==> config.mk <==
export PLATFORM = sky130hd
export DESIGN_NAME = aes_chain_mode
export DESIGN_NICKNAME = d
export VERILOG_FILES = /design/src/rtl/aes_chain_mode.sv
export SDC_FILE = /design/constraint.sdc
export NUM_CORES = 2
export LEC_CHECK = 0
export ABC_AREA = 1
export CAP_MARGIN = 20
export CELL_PAD_IN_SITES_DETAIL_PLACEMENT = 0
export CELL_PAD_IN_SITES_GLOBAL_PLACEMENT = 1
export CORE_MARGIN = 3
export CORE_UTILIZATION = 25
export CTS_BUF_LIST = sky130_fd_sc_hd__clkbuf_4 sky130_fd_sc_hd__clkbuf_8
export DETAILED_ROUTE_END_ITERATION = 6
export PLACE_DENSITY = 0.62
export REMOVE_ABC_BUFFERS = 1
export SLEW_MARGIN = 20
export SYNTH_ARGS = -nofsm -noshare
export SYNTH_HDL_FRONTEND = slang
export SYNTH_SLANG_ARGS = --single-unit
export TNS_END_PERCENT = 100
==> constraint.sdc <==
create_clock -name clk -period 1.8 [get_ports clk]
set_input_delay 0.18 -clock clk [delete_from_list [all_inputs] [get_ports clk]]
set_output_delay 0.18 -clock clk [all_outputs]
set_load 0.02 [all_outputs]
**Cell classes on the final placement**

Scale: 1 px per µm.
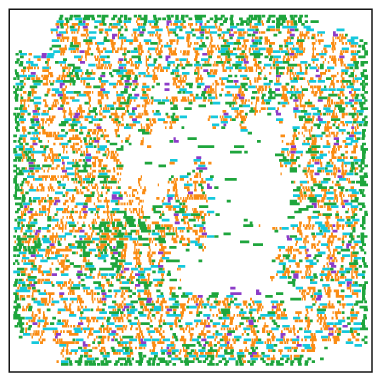
class	colour	cells	share of their area
clock drivers and dummy loads	purple	196	5.0%
other buffers and delay cells	green	1,377	32%
flip-flops	cyan	520	22%
all other logic	orange	3,956	41%
Util after Layout: 40.5%
Final Cell Area: 0.0504 mm²

**M3 wires**

Scale: 1 px per µm. Cells faint in the background.
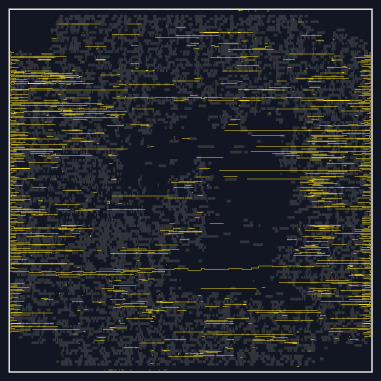
longest straight run	146 µm
wire length on this layer	12,800 µm
DR vias: 39.5k
M3 GR Usage: 5.43%
final WL: 184 mm

**Signal metal coverage by tile**

Scale: 1 px per µm. 36 x 36 tiles, from dark purple (low) to yellow (high), scaled to the fullest tile. Values are wire area over tile area, all layers added.
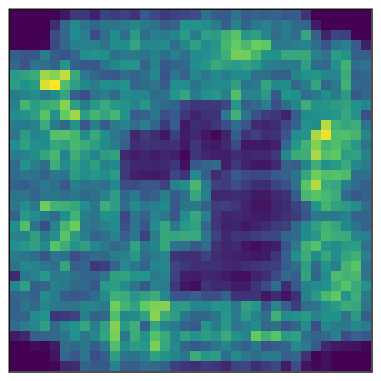
emptiest ninth of the die	middle
fullest tile	0.61
tiles over half the peak	25%
mean over tiles	0.23
nearly empty tiles	4.0%
densest ninth of the die	left middle
overall global routing resource usage: 24.4%
drt wl/cell: 23.9 µm

**Clock routing**

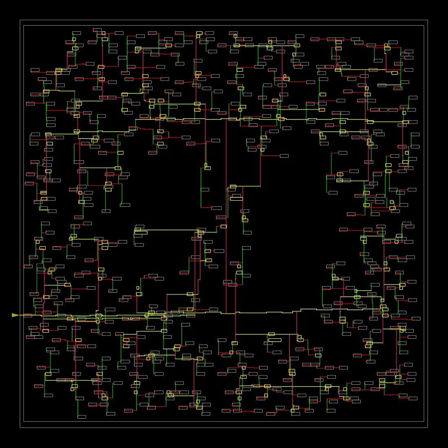
Flop Count: 520
CTS sink count: 520

==> results.ini <==
[global_routing]
grt_max_degree=65
grtUsageMet1_pct=32.4
use_met2_pct=39.8
grt_pass1_vias=36717
busiest_layer=met2
grt_pass1_wl_mm=244
grt-ovfl-total=0
antenna_found_initial=38

[place]
place_area_mm2=0.0437
place_inst=7245
gp_congestion=0.850
dp_hpwl_mm=118
io_buffers=781
dpl_worst_slack_ns=-0.542

[cells_and_area]
buffers=1377
nNonClkInverters=309
drive_gt1_share_pct=17.3
comb-cell-share_pct=36.9
register_area_mm2=0.0105
comb_cells=3647
final_nets=6357
layout.nonclk_buf_share_pct=30.7
area_growth_pct=59.9
largest_cell_class=logic gates
lay_top_count=nand2_1
final-clk-cell-share_pct=4.76
clockBufferCount=182
diodes=23
comb_area_mm2=0.0186
final_cell_mix=nand2_1, o21ai_0, a21oi_1
n_fill_cell=13001
seq-cell-share_pct=20.9

[floorplanning]
fp_util_pct=25.3
chip_area_mm2=0.130
rows=129
die_w_um=361
chipHeight_um=361
coreArea_mm2=0.124
nWellTaps=1637
io_pins=782

[sta]
rsz0062_at_grt=yes
clock_skew_ns=0.0540
hold_ws_ns=0.0637
tns_ns=-27.54
post-route-period-util_pct=111
slew_headroom_pct=51.9
maxSlewViolCount=0
period_minus_slack_ns=2.00
finalHoldViolCount=0
setup_viol=267
worstMarginPinSlew_ns=0.722
fmax_mhz=500
worst_slack_ns=-0.200

[logic_synthesis]
aoi_share_pct=29.5
yosys_area_mm2=0.0315
simple_gate_share_pct=21.5
syn_inst=4875
yosys_warnings=0
largest_area_cell=dfxtp_1
enable_flop_cells=0
ys_sh_adder_pct=0.0397
area_leaders=dfxtp_1, o21ai_0, nand2_1, a21oi_1, nand3_1
synthArstFlopShare_pct=0
synthMuxAreaShare_pct=0
ys_ff=520
ys_sh_xor_pct=6.81
yosysSeqAreaShare_pct=33.0
syn_area_mm2=0.0315
common_cells=nand2_1, o21ai_0, a21oi_1
ys_top_logic_family=AND-OR/OR-AND gates
top_area_share_pct=33.0
ys_cells=4875
syn_avg_cell_area_um2=6.47
yosysMostFrequentCell=nand2_1

[pwr]
comb-power_mw=9.38
p_per_area_mw_per_mm2=724
p_clk_share_pct=39.3
ir_drop_v=0.000500
p_seq_share_pct=35.0
power_sequential_mw=12.8
power.group.top=clock
power.internal_mw=24.5
combPwrFrac_pct=25.7
power_mw=36.5
switchingPower_mw=12.0
leakage_nw=21.0
switching_share_pct=33.0

[outcome]
status=finished with violations
violations=setup timing

[worst_setup_path]
end_kind=flip-flop
crit_type=flip-flop to flip-flop
critical_path.max_fanout=10
startpoint_type=flip-flop
required_ns=2.53
path_buffers=5
cpPeakStageDelay_ns=0.34
worstPathCellList=nor4_2 > nand2_1 > buf_4 > nor2_4 > buf_12 > buf_12 > clkbuf_16 > clkbuf_16 > o21ai_0 > a21oi_1
cp_num_cells=10
rr_worst_depth=10
reg2reg_slack_ns=-0.20
critical_path.top_delay_family=buffers and inverters
cp_data_arrival_time_ns=2.73

[clocking]
clock_path_buffers=3
path_clk_slew_ns=0.06
worstSkewPairLatency_ns=0.82
cts_resized=932
h-tree-depth=3
cts_root_buf=clkbuf_8
cts_hold_buf=107
numCtsBuffers=107
postCtsSetupRepairBufs=7

[min_path]
holdCritPathClass=primary input to flip-flop
holdPathStages=3

[run]
maxCapViolations=0
tool_warnings=27

[detailed_routing]
wl_met2_mm=84.6
wl_met3_mm=12.8
viasPerCell=5.12
drc=0
drtPass1Iterations=5
wl_met1_mm=82.1
ant_nets=0
drtIter0Drc=3067
highest_layer=met5

